**src/rtl/button_conditioner.sv**
```systemverilog
// Push-button front end: synchronises and debounces the raw pin, then
// classifies each debounced press into press/release/short/long strobes.
module button_conditioner #(
   parameter int DEBOUNCE_CYCLES   = 4,
   parameter int LONG_PRESS_CYCLES = 16,
   parameter bit ACTIVE_HIGH       = 1'b1
) (
   input  logic clk,
   input  logic reset,
   input  logic button,
   output logic pressed,
   output logic press_pulse,
   output logic release_pulse,
   output logic short_pulse,
   output logic long_pulse
);

   localparam int DB_W   = $clog2(DEBOUNCE_CYCLES + 1);
   localparam int HOLD_W = $clog2(LONG_PRESS_CYCLES + 1);
   localparam logic [DB_W-1:0]   DB_LAST   = DB_W'(DEBOUNCE_CYCLES - 1);
   localparam logic [HOLD_W-1:0] HOLD_LAST = HOLD_W'(LONG_PRESS_CYCLES - 1);
   localparam logic              POL_FLIP  = ~ACTIVE_HIGH;

   typedef enum logic [1:0] {IDLE, HELD, LONG} state_t;

   logic              sync1, sync2;
   logic [DB_W-1:0]   db_cnt;
   logic              differs, flip, rise, fall;
   state_t            state, state_next;
   logic [HOLD_W-1:0] hold_cnt, hold_next;
   logic              press_next, release_next, short_next, long_next;

   always_ff @(posedge clk) begin
      if (!reset) begin
         sync1 <= 1'b0;
         sync2 <= 1'b0;
      end else begin
         sync1 <= button ^ POL_FLIP;
         sync2 <= sync1;
      end
   end

   // The level flips on the edge that would complete the run of disagreements,
   // so rise/fall are visible to the press FSM in that same cycle.
   assign differs = sync2 ^ pressed;
   assign flip    = differs && (db_cnt == DB_LAST);
   assign rise    = flip && !pressed;
   assign fall    = flip && pressed;

   always_ff @(posedge clk) begin
      if (!reset) begin
         pressed <= 1'b0;
         db_cnt  <= '0;
      end else if (flip) begin
         pressed <= ~pressed;
         db_cnt  <= '0;
      end else if (differs) begin
         db_cnt  <= db_cnt + DB_W'(1);
      end else begin
         db_cnt  <= '0;
      end
   end

   always_comb begin
      state_next   = state;
      hold_next    = hold_cnt;
      press_next   = 1'b0;
      release_next = 1'b0;
      short_next   = 1'b0;
      long_next    = 1'b0;
      case (state)
         IDLE: begin
            if (rise) begin
               state_next = HELD;
               hold_next  = '0;
               press_next = 1'b1;
            end
         end
         HELD: begin
            // A release coinciding with the long threshold counts as short.
            if (fall) begin
               state_next   = IDLE;
               release_next = 1'b1;
               short_next   = 1'b1;
            end else if (hold_cnt == HOLD_LAST) begin
               state_next = LONG;
               hold_next  = hold_cnt + HOLD_W'(1);
               long_next  = 1'b1;
            end else begin
               hold_next  = hold_cnt + HOLD_W'(1);
            end
         end
         LONG: begin
            if (fall) begin
               state_next   = IDLE;
               release_next = 1'b1;
            end
         end
         default: state_next = IDLE;
      endcase
   end

   always_ff @(posedge clk) begin
      if (!reset) begin
         state         <= IDLE;
         hold_cnt      <= '0;
         press_pulse   <= 1'b0;
         release_pulse <= 1'b0;
         short_pulse   <= 1'b0;
         long_pulse    <= 1'b0;
      end else begin
         state         <= state_next;
         hold_cnt      <= hold_next;
         press_pulse   <= press_next;
         release_pulse <= release_next;
         short_pulse   <= short_next;
         long_pulse    <= long_next;
      end
   end

endmodule
```
**config.mk**
```make
export PLATFORM = sky130hd
export DESIGN_NAME = button_conditioner
export DESIGN_NICKNAME = d
export VERILOG_FILES = /design/src/rtl/button_conditioner.sv
export SDC_FILE = /design/constraint.sdc
export NUM_CORES = 1
export LEC_CHECK = 0
export CORE_UTILIZATION = 57
export DETAILED_ROUTE_END_ITERATION = 16
export PLACE_DENSITY = 0.79
export SYNTH_ARGS = -nofsm -noshare
export SYNTH_HDL_FRONTEND = slang
export SYNTH_SLANG_ARGS = --single-unit
```
**constraint.sdc**
```tcl
create_clock -name clk -period 2.87 [get_ports clk]
set_input_delay 0.574 -clock clk [delete_from_list [all_inputs] [get_ports clk]]
set_output_delay 0.574 -clock clk [all_outputs]
set_load 0.02 [all_outputs]
```
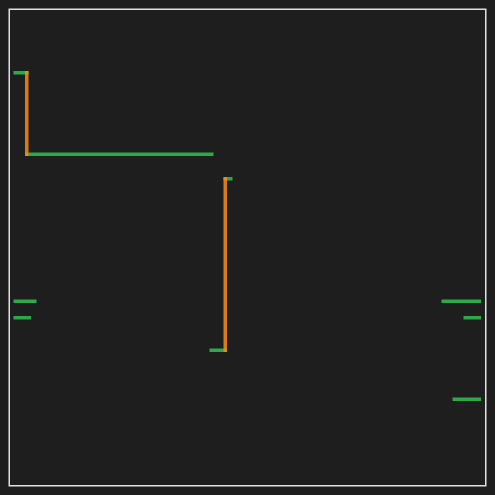
Figure 1: signal wires by layer.
(12 px per µm) Only two layers are drawn.
legend:
  met3:
    color: green
    wire_length: 26.7 µm
  met4:
    color: orange
    wire_length: 21.1 µm

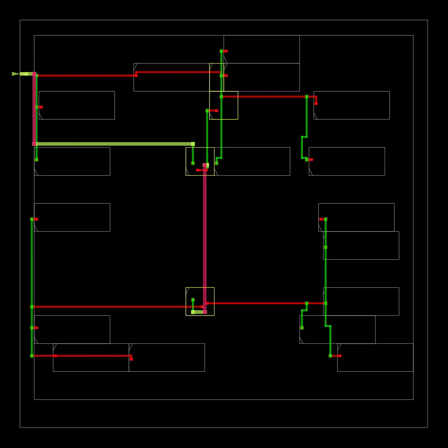
Figure 2: clock routing.
Clock net power: 121 µW
Num CTS Buffers: 3

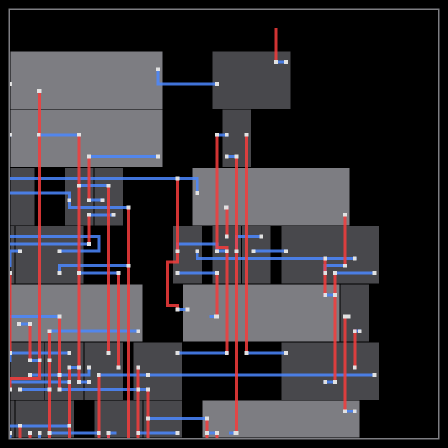
Figure 3: zoomed window.
Window x 20 to 40, y 20 to 40 µm. Cells in gray, sequential cells in the stronger gray; small squares are vias.
legend:
  met1:
    color: blue
  met2:
    color: red
cells with their middle in the window: 24
most frequent: dfxtp_1 (6)
netlist names of flops here include: `db_cnt` (3)
sequential cells in the window: 6

==> notes.md <==
yosys + openroad results -> wl on met1=603 µm, Post-CTS Hold Fix Bufs=0, Routed WL per cell=11.6 µm, leakage power=0.000347 µW, CORE AREA=0.00130 mm², Net Count, Synth=96, CTS clk-pin slew, worst paths=90 ps, global route overflow=0, Worst-Margin Slew=377 ps, initial core utilization=61.8%, share of cells above drive strength 1=10.5%, status=finished clean, n_diodes=0, Synth Instances=86, drt drc=0, num ports=8, VDD IR max=305 µV, Starting DRT DRC Count=2, Buf/Inv on CP=1, ys flops=17, Clock Latency Late Sink=280 ps, Final period util=70.6%, global-route usage over all layers=20.5%, Crit Reg-Reg Endpoint=hold_cnt[0], critical-path cell list=clkdlybuf4s50_1, Buffers on Ports=7, Site Rows=13, CTS tree=yes, Setup TNS Final=0 ps, gpl congestion=0.768, filler instances=112, first-pass GRT wire length=2140 µm, critical path arrival=1450 ps, Max Freq=0.493 GHz, clk_skew=3.89 ps, Placed Cells=106, max layer used=met4, worst r2r src=db_cnt[0], max-cap viol count=0, DP HPWL=1000 µm, post-CTS setup buffer count=0, Area growth syn-to-layout=12.4%, Die Height=39.6 µm, post-CTS resize count=0, Required @ worst endpoint=2300 ps, post-route minimum period=2030 ps, Post-synth seq share=42.3%, crit-path max FO=9, commonest cells after routing, fill and taps aside=17 x dfxtp_1, 9 x nand2_1, 8 x inv_1, Yosys chip area=805 µm², CP Launch Type=register, largest net degree at the start of global routing=12, yosys stat cell total=86, CTS Buffer Depth=2, met3 wire len=26 µm, CTS sink count=17, RSZ-0062 raised after global routing=no, Avg Cell Area, Syn=9.35 µm², tool warnings=28, nets=106, most common logic cell in the routed design=dfxtp_1, min-delay src=db_cnt[0], vias per cell=5.27, internal reg-to-reg setup slack=1150 ps, final WL=1280 µm, Setup violations, final=0, first drt pass iteration count=4, Post-Syn Area=805 µm², CP Class=register to output pin, Routed Antenna Nets=0, PD cells=441 mW/mm², Setup crit end kind=output pin, CP max stage delay=670 ps, crit-path leading delay family=buffers and inverters, Die ar.=0.00157 mm², Hold Path Sink=db_cnt[0], Max Slew Vio Count=0, Slowest-stage cell, CP=clkdlybuf4s50_1, Final Hold Fails=0, H-tree levels=1, post-synth cell types=31, Die Wd=39.6 µm, Reg2Reg Depth=6, initial antenna violation count=0, Worst Hold Depth=1, final instance count without filler cells=110, met2 routed WL=628 µm, Yosys Warn Count=0, root buf cell=clkbuf_4, slew margin rel.=74.8%, Hold WC Path Type=register to register, vias in the first global route=560
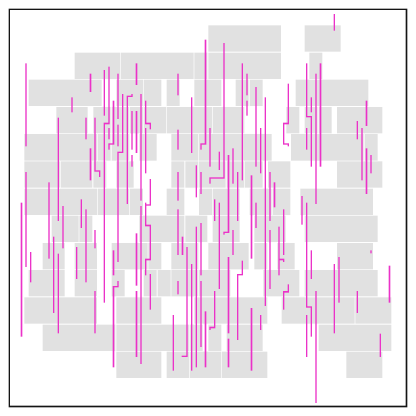
Figure 4: the metal 2 layer.
(10 px per µm) Cells faint in the background.
nets with wire on the layer: 83
longest straight run: 20.7 µm
via count: 580
met2 Track Usage GR: 34.8%

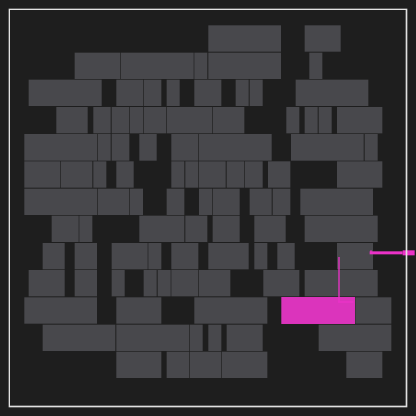
Figure 5: nets reached from selected ports.
(10 px per µm)
legend:
  `release_pulse`:
    color: magenta
    bits: 1
    direction: output
    end_cells: 1
    wire: 9.00 µm

-- flip-flops by register name, summed over array words and instances (netlist names) --
register and cells:
release_pulse 1, db_cnt 3, pressed 1, sync1 1, state 2, long_pulse 1, sync2 1, short_pulse 1
press_pulse 1, hold_cnt 5
-- where the power goes --
group          total (µW)  switching (µW)  internal (µW)
logic                35.4            19.9           15.5
registers             242            2.67            239
clock network         121            67.1           53.9
total                 398            89.7            309
-- cells in the mapped netlist, drive strengths merged --
cell type	number	area (µm²)
a211oi	2	27.5
mux2i	1	10.0
or2	1	6.26
and3	4	26.3
and2	2	12.5
nor2	6	22.5
inv	8	30.0
ha	7	87.6
or3b	1	8.76
nor2b	2	17.5
dfxtp	17	340
o21ai	1	5.00
nand2	9	33.8
xnor2	1	8.76
or3	1	6.26
o2bb2ai	2	17.5
clkbuf	1	3.75
nor3b	1	12.5
nor3	3	15.0
buf	1	11.3
and4b	1	10.0
a21o	1	7.51
nand3	1	5.00
nand2b	2	15.0
o211ai	1	7.51
nand3b	2	15.0
a21oi	6	30.0
nand4bb	1	11.3
-- worst reg2reg max path, cell delays in order, from the launching register on --
cell and delay, ps:
dfxtp_1 320, ha_1 200, ha_1 250, and4b_1 260, a211oi_4 330, nor2b_2 100
a21o_1 170
-- layer usage --
layer  vias up  GRT usage [%]
li1        309              -
met1       259           24.2
met2         8           34.8
met3         4           3.41
met4         0           10.3
met5         -              0
-- cell families (layout without fill, tap and decap cells) --
family / Yosys count / after routing / share of synthesized area, %
AND/OR/NAND/NOR: 37 / 37 / 27.1
flip-flops: 17 / 17 / 42.3
AND-OR/OR-AND: 13 / 13 / 11.8
buffers and inverters: 10 / 19 / 5.60
adder cells (fa/ha/maj): 7 / 7 / 10.9
XOR/XNOR: 1 / 1 / 1.09
multiplexers: 1 / 1 / 1.24
-- layout make-up --
cell class                 instances  area, µm²  area share, %
multi-input combinational         59        419           46.3
sequential                        17        340           37.6
timing repair buffer               7       70.1           7.75
inverter                           8       30.0           3.32
clock buffer                       4       26.3           2.90
tap                               15       18.8           2.07
-- worst max-delay path by stage --
| stage | start | end | depth (start not counted) | slack [ps] |
|---|---|---|---|---|
| after global placement | reset | db_cnt[1] | 4 | 910 |
| after global routing | pressed | pressed | 1 | 780 |
| after detailed placement | reset | db_cnt[2] | 4 | 830 |
| after CTS | pressed | pressed | 1 | 830 |
| final | pressed | pressed | 1 | 840 |
| after floorplan | db_cnt[0] | hold_cnt[0] | 6 | 1300 |
-- through the flow --
stage / hold WS (ps) / utilization [%] / setup slack, ps / area, µm² / total power [µW]
finish: 430 / 69.5 / 843 / 905 / 398
global route: 466 / 69.5 / 777 / 905 / 419
CTS: 433 / 69.5 / 827 / 905 / 403
detailed placement: 420 / 67.5 / 828 / 878 / 283
global placement: 410 / 67.5 / 911 / 878 / 282
floorplan: 399 / - / 1300 / 805 / 273
No activity file was given, so power comes from the tool's default toggle rates.
